`src/rtl/sync_polarity_analyzer.sv`:
```
// Multi-channel sync polarity analyzer.
// Each channel measures the high and low run lengths of its sync input.
// A saturating vote with hysteresis decides the polarity: short high pulses
// mean positive sync. A channel whose sync stops toggling is marked inactive.
module sync_polarity_analyzer #(
   parameter int NUM_CH      = 2,
   parameter int CNT_W       = 20,
   parameter int VOTE_W      = 4,
   parameter int SYNC_STAGES = 2,
   parameter int TIMEOUT     = 500000
) (
   input  logic              clk_50mhz_in,
   input  logic              reset_n,
   input  logic [NUM_CH-1:0] sync_in,
   output logic [NUM_CH-1:0] positive_polarity_out,
   output logic [NUM_CH-1:0] active_out,
   output logic [NUM_CH-1:0] polarity_change_out
);

   localparam logic [CNT_W-1:0]  CNT_MAX  = '1;
   localparam logic [CNT_W-1:0]  CNT_ONE  = CNT_W'(1);
   localparam logic [CNT_W-1:0]  TO_VAL   = CNT_W'(TIMEOUT);
   localparam logic [CNT_W-1:0]  TO_LAST  = CNT_W'(TIMEOUT - 1);
   localparam logic [VOTE_W-1:0] VOTE_MAX = '1;
   localparam logic [VOTE_W-1:0] VOTE_MID = VOTE_W'(1 << (VOTE_W - 1));

   for (genvar ch = 0; ch < NUM_CH; ch++) begin : g_ch
      logic [SYNC_STAGES-1:0] sync_sr;
      logic                   sync_s;
      logic                   sync_d;
      logic                   edge_hit;
      logic                   fall;
      logic [CNT_W-1:0]       run_cnt;
      logic [CNT_W-1:0]       high_len;
      logic [CNT_W-1:0]       low_len;
      logic [CNT_W-1:0]       to_cnt;
      logic                   seen_edge;
      logic                   high_valid;
      logic                   low_valid;
      logic                   latched;
      logic                   compare;
      logic                   expire;
      logic [VOTE_W-1:0]      vote;
      logic [VOTE_W-1:0]      vote_nxt;
      logic                   pos;
      logic                   active;
      logic                   change;

      assign sync_s   = sync_sr[SYNC_STAGES-1];
      assign edge_hit = sync_s ^ sync_d;
      assign fall     = sync_d & ~sync_s;
      // An edge in the expiry cycle wins, so expiry never fires on an edge.
      assign expire   = ~edge_hit && (to_cnt == TO_LAST);
      assign compare  = latched & high_valid & low_valid;

      // Input synchroniser plus one-cycle delayed copy for edge detection.
      always_ff @(posedge clk_50mhz_in or negedge reset_n) begin
         if (!reset_n) begin
            sync_sr <= '0;
            sync_d  <= 1'b0;
         end else begin
            sync_sr <= {sync_sr[SYNC_STAGES-2:0], sync_in[ch]};
            sync_d  <= sync_s;
         end
      end

      // Run-length counter; the finished level's length is captured on its closing edge.
      always_ff @(posedge clk_50mhz_in or negedge reset_n) begin
         if (!reset_n) begin
            run_cnt  <= '0;
            high_len <= '0;
            low_len  <= '0;
         end else if (edge_hit) begin
            run_cnt <= CNT_ONE;
            if (seen_edge) begin
               if (fall) high_len <= run_cnt;
               else      low_len  <= run_cnt;
            end
         end else if (run_cnt != CNT_MAX) begin
            run_cnt <= run_cnt + CNT_ONE;
         end
      end

      // Cycles since the last edge cycle (edge cycle itself counts as 0); parks at TIMEOUT.
      always_ff @(posedge clk_50mhz_in or negedge reset_n) begin
         if (!reset_n) begin
            to_cnt <= '0;
         end else if (edge_hit) begin
            to_cnt <= CNT_ONE;
         end else if (to_cnt != TO_VAL) begin
            to_cnt <= to_cnt + CNT_ONE;
         end
      end

      // Measurement validity flags and the compare request for the cycle after an edge.
      always_ff @(posedge clk_50mhz_in or negedge reset_n) begin
         if (!reset_n) begin
            seen_edge  <= 1'b0;
            high_valid <= 1'b0;
            low_valid  <= 1'b0;
            latched    <= 1'b0;
         end else begin
            latched <= edge_hit & seen_edge;
            if (expire) begin
               seen_edge  <= 1'b0;
               high_valid <= 1'b0;
               low_valid  <= 1'b0;
            end else if (edge_hit) begin
               seen_edge <= 1'b1;
               if (seen_edge) begin
                  if (fall) high_valid <= 1'b1;
                  else      low_valid  <= 1'b1;
               end
            end
         end
      end

      // Saturating vote: longer low than high means positive sync; ties vote negative.
      always_comb begin
         vote_nxt = vote;
         if (compare) begin
            if (low_len > high_len) begin
               if (vote != VOTE_MAX) vote_nxt = vote + 1'b1;
            end else begin
               if (vote != '0) vote_nxt = vote - 1'b1;
            end
         end
      end

      // Decision register: polarity only moves when the vote hits an end stop.
      always_ff @(posedge clk_50mhz_in or negedge reset_n) begin
         if (!reset_n) begin
            vote   <= VOTE_MID;
            pos    <= 1'b0;
            active <= 1'b0;
            change <= 1'b0;
         end else begin
            change <= 1'b0;
            if (expire) begin
               vote   <= VOTE_MID;
               active <= 1'b0;
            end else begin
               vote <= vote_nxt;
               if (compare) begin
                  if (vote_nxt == VOTE_MAX) begin
                     pos    <= 1'b1;
                     active <= 1'b1;
                     change <= ~pos;
                  end else if (vote_nxt == '0) begin
                     pos    <= 1'b0;
                     active <= 1'b1;
                     change <= pos;
                  end
               end
            end
         end
      end

      assign positive_polarity_out[ch] = pos;
      assign active_out[ch]            = active;
      assign polarity_change_out[ch]   = change;
   end

endmodule

```
`config.mk`:
```
export PLATFORM = sky130hd
export DESIGN_NAME = sync_polarity_analyzer
export DESIGN_NICKNAME = d
export VERILOG_FILES = /design/src/rtl/sync_polarity_analyzer.sv
export SDC_FILE = /design/constraint.sdc
export NUM_CORES = 1
export LEC_CHECK = 0
export CORE_MARGIN = 2
export CORE_UTILIZATION = 51
export CTS_CLUSTER_DIAMETER = 80
export DETAILED_ROUTE_END_ITERATION = 7
export PLACE_DENSITY_LB_ADDON = 0.3
export SYNTH_ARGS = -nofsm -noshare
export SYNTH_HDL_FRONTEND = slang
export SYNTH_SLANG_ARGS = --single-unit
export TNS_END_PERCENT = 20
```
`constraint.sdc`:
```
create_clock -name clk_50mhz_in -period 8.35 [get_ports clk_50mhz_in]
set_input_delay 1.67 -clock clk_50mhz_in [delete_from_list [all_inputs] [get_ports clk_50mhz_in]]
set_output_delay 1.67 -clock clk_50mhz_in [all_outputs]
set_load 0.005 [all_outputs]
```
==> impl_metrics.env <==
# source this file to load flow results
export IMPL_grtUsageMet1=0.248
export IMPL_wl_met3_microns=439
export IMPL_ys_cells=910
export IMPL_clkSlewWorstSetupHoldPaths_ns=0.07
export IMPL_flops=188
export IMPL_p_int_mw=1.64
export IMPL_synthAdderAreaFrac=0.0704
export IMPL_synth_area_sq_um=9600
export IMPL_worst_pin_slew_ns=1.04
export IMPL_whs_endpoint="g_ch[0].sync_sr[1]"
export IMPL_power_leader="registers"
export IMPL_wl_met2_mm=7.93
export IMPL_startpoint_type="flop"
export IMPL_avgSynthCellArea_sq_um=10.6
export IMPL_buf_share=0.0104
export IMPL_synth_mux_area_fraction=0.103
export IMPL_min_from="g_ch[0].sync_sr[0]"
export IMPL_rsz0062_at_grt="false"
export IMPL_area_delta_synth_final_pct=8.77
export IMPL_rr_worst_depth=10
export IMPL_critPathCapture="g_ch[1].pos"
export IMPL_cp_num_buf_inv=1
export IMPL_ir_drop_v=0.000106
export IMPL_drtIter0Drc=387
export IMPL_yosys_warnings=0
export IMPL_drtPass1Iterations=4
export IMPL_cp_max_fo=9
export IMPL_logic_area_sq_um=4500
export IMPL_grt_busiest_layer="met2"
export IMPL_pwr_share_clk=0.331
export IMPL_cp_data_arrival_time_ns=3.63
export IMPL_status="finished clean"
export IMPL_ant_nets=0
export IMPL_worst_r2r_endpoint="g_ch[1].pos"
export IMPL_grt_max_degree=111
export IMPL_chip_area_sq_um=19900
export IMPL_critical_path_top_delay_family="AND-OR/OR-AND gates"
export IMPL_path_depth=10
export IMPL_setup_viol=0
export IMPL_ios=10
export IMPL_num_antenna_cells=0
export IMPL_n_all_inverters=69
export IMPL_largestClassByArea="registers"
export IMPL_ys_ff=188
export IMPL_ctsHoldBuffers=0
export IMPL_post_cts_buffers=0
export IMPL_cts_repair_resized=0
export IMPL_routedWlPerCell_microns=14.5
export IMPL_yosysMostFrequentCell="dfrtp_1"
export IMPL_crit_type="reg2reg"
export IMPL_top_cells_by_area="dfrtp_1, mux2_2, ha_1"
export IMPL_nets=969
export IMPL_rrSetupSlack_ns=5.06
export IMPL_async_flop_share=1.00
export IMPL_finalMaxSlewViolations=0
export IMPL_hold_path_cell_count=0
export IMPL_grtUsageMet2=0.282
export IMPL_highest_layer="met4"
export IMPL_max_slew_margin_rel=0.307
export IMPL_wirelength_mm=16.8
export IMPL_synth_distinct_cells=68
export IMPL_synthCells=910
export IMPL_drive_gt1_frac=0.145
export IMPL_cap_violations=0
export IMPL_cts_sinks=188
export IMPL_logic_gates=624
export IMPL_critical_path_slowest_cell="o2111ai_1"
export IMPL_yosys_area_share_aoi=0.0719
export IMPL_tap_cells=234
export IMPL_hold_violations=0
export IMPL_critPathMaxStageDelay_ns=0.57
export IMPL_layout_top_cell="dfrtp_1"
export IMPL_yosys_area_sq_um=9600
export IMPL_fillers=1559
export IMPL_num_vias=6364
export IMPL_skew_ns=0.0108
export IMPL_fin_tns_setup_ns=0
export IMPL_final_cell_mix="dfrtp_1, nor2_1, mux2_2, inv_1, nand2_1"
export IMPL_rows=50
export IMPL_ys_seq_frac=0.490
export IMPL_edf_count=0
export IMPL_cp_cell_sequence="ha_1 -> nand4_1 -> nor4_1 -> inv_1 -> o2111ai_1 -> and3_1 -> o21ai_0 -> a222oi_1 -> a21oi_1 -> a41oi_1"
export IMPL_combPwrFrac=0.225
export IMPL_clk_share=0.0547
export IMPL_simple_gate_area_frac=0.167
export IMPL_max_clock_freq_ghz=0.304
export IMPL_p_comb_mw=0.534
export IMPL_seq_power_share=0.444
export IMPL_dp_hpwl_mm=11.3
export IMPL_warnings=34
export IMPL_startpoint="g_ch[1].low_len[18]"
export IMPL_hold_ws_ns=0.351
export IMPL_grt_total_usage=0.179
export IMPL_hold_class="reg2reg"
export IMPL_common_cells="dfrtp_1, nor2_1, mux2_2, inv_1, nand2_1"
export IMPL_clock_path_buffers=2
export IMPL_yosys_area_top_type_share=0.485
export IMPL_crit_path_end_kind="flop"
export IMPL_critical_path_required_ns=8.69
stage by stage:
stage                util  cells  worst slack [ns]  power (mW)  cell area (sq um)
finish              0.562   1158              5.06        2.37              10400
global route        0.562   1158              4.74        2.50              10400
CTS                 0.562   1158              5.09        2.39              10400
detailed placement  0.531   1126              4.89        1.60               9870
global placement    0.531   1126              4.89        1.59               9870
floorplan               -    910              5.50        1.47               9600
flip-flops by register name (all words and copies together) (netlist names), 4 cells and up:
| signal | flops |
|---|---|
| g_ch.high_len | 40 |
| g_ch.run_cnt | 40 |
| g_ch.vote | 8 |
| g_ch.sync_sr | 4 |
| g_ch.to_cnt | 40 |
| g_ch.low_len | 40 |
cells by family after synthesis:
kind of cell,Yosys count
mux,88
compound gates,103
xor+xnor,63
simple gates,316
fa+ha+maj,54
buf+inv,98
flops,188
Fig. 1: close-up of the layout
The bar under the picture is 20 microns long. Region (46, 74) to (96, 124) microns. Cells in grey, sequential cells in the stronger grey; small squares are vias.
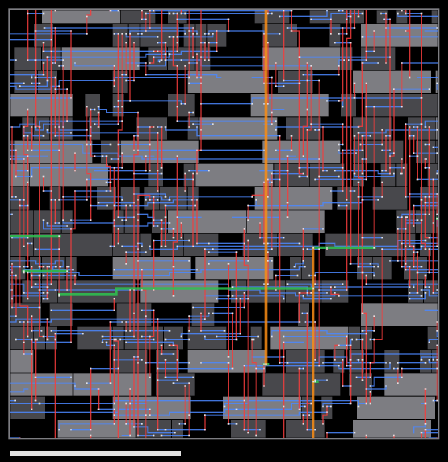
[metal 1] blue
[metal 4] orange
[metal 2] red
[metal 3] green
sequential cells in the window: 31
cells with their middle in the window: 164
most frequent: dfrtp_1 (31), mux2_2 (19)
netlist names of flops here include: `g_ch.run_cnt` (10), `g_ch.high_len` (9), `g_ch.low_len` (7)

Fig. 2: sequential cells grouped by signal name
The bar under the picture is 50 microns long. Other sequential cells in the stronger grey, the rest of the logic in the fainter grey.
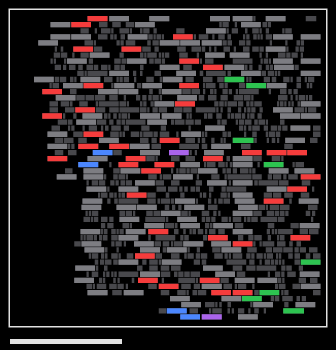
[`g_ch.vote`] green | sequential cells: 8
[`g_ch.sync_sr`] blue | sequential cells: 4
[`g_ch.sync_d`] purple | sequential cells: 2
[`g_ch.high_len`] red | sequential cells: 40 | where: spread over the die
Seq. pwr: 1.05 mW
Final Util: 0.562
flop share of the area: 0.451
area occupied by registers: 4710 sq um

Fig. 3: M1 wires
The bar under the picture is 50 microns long.
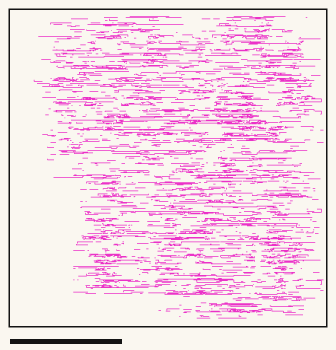
share of all routed wire: 49%
longest straight run: 27.6 microns
nets with wire on the layer: 918
main direction: horizontal
wire length on this layer: 8310 microns

Fig. 4: clock wiring as the flow saved it
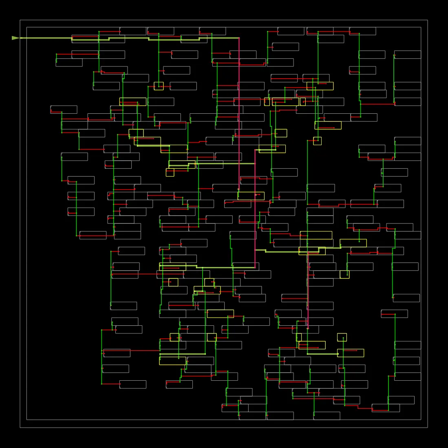
clk pwr: 0.783 mW
Num CTS Buffers: 17

Fig. 5: pin placement
The bar under the picture is 50 microns long. Pins as bars across the die edge, other pins in grey.
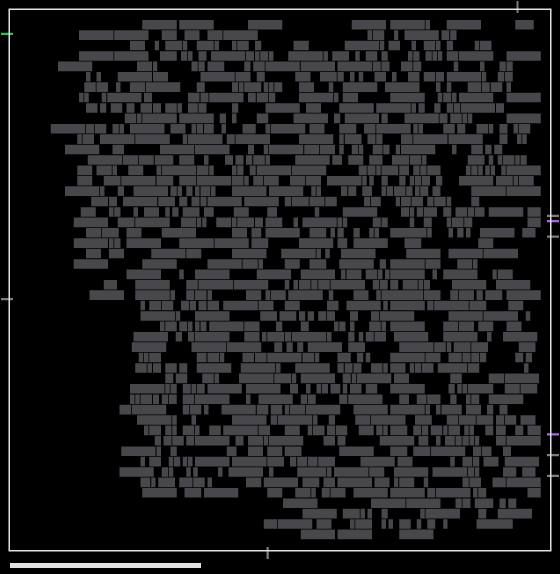
[`polarity_change_out`] purple | pins: 2 | direction: output | edge: right
[`clk_50mhz_in`] green | pins: 1 | direction: input | edge: left
all pins by edge: 6 right, 2 left, 1 top, 1 bottom
die height: 141 microns
DIE WIDTH: 141 microns
PortBufs: 9

Power is estimated from default activity; no workload was simulated.
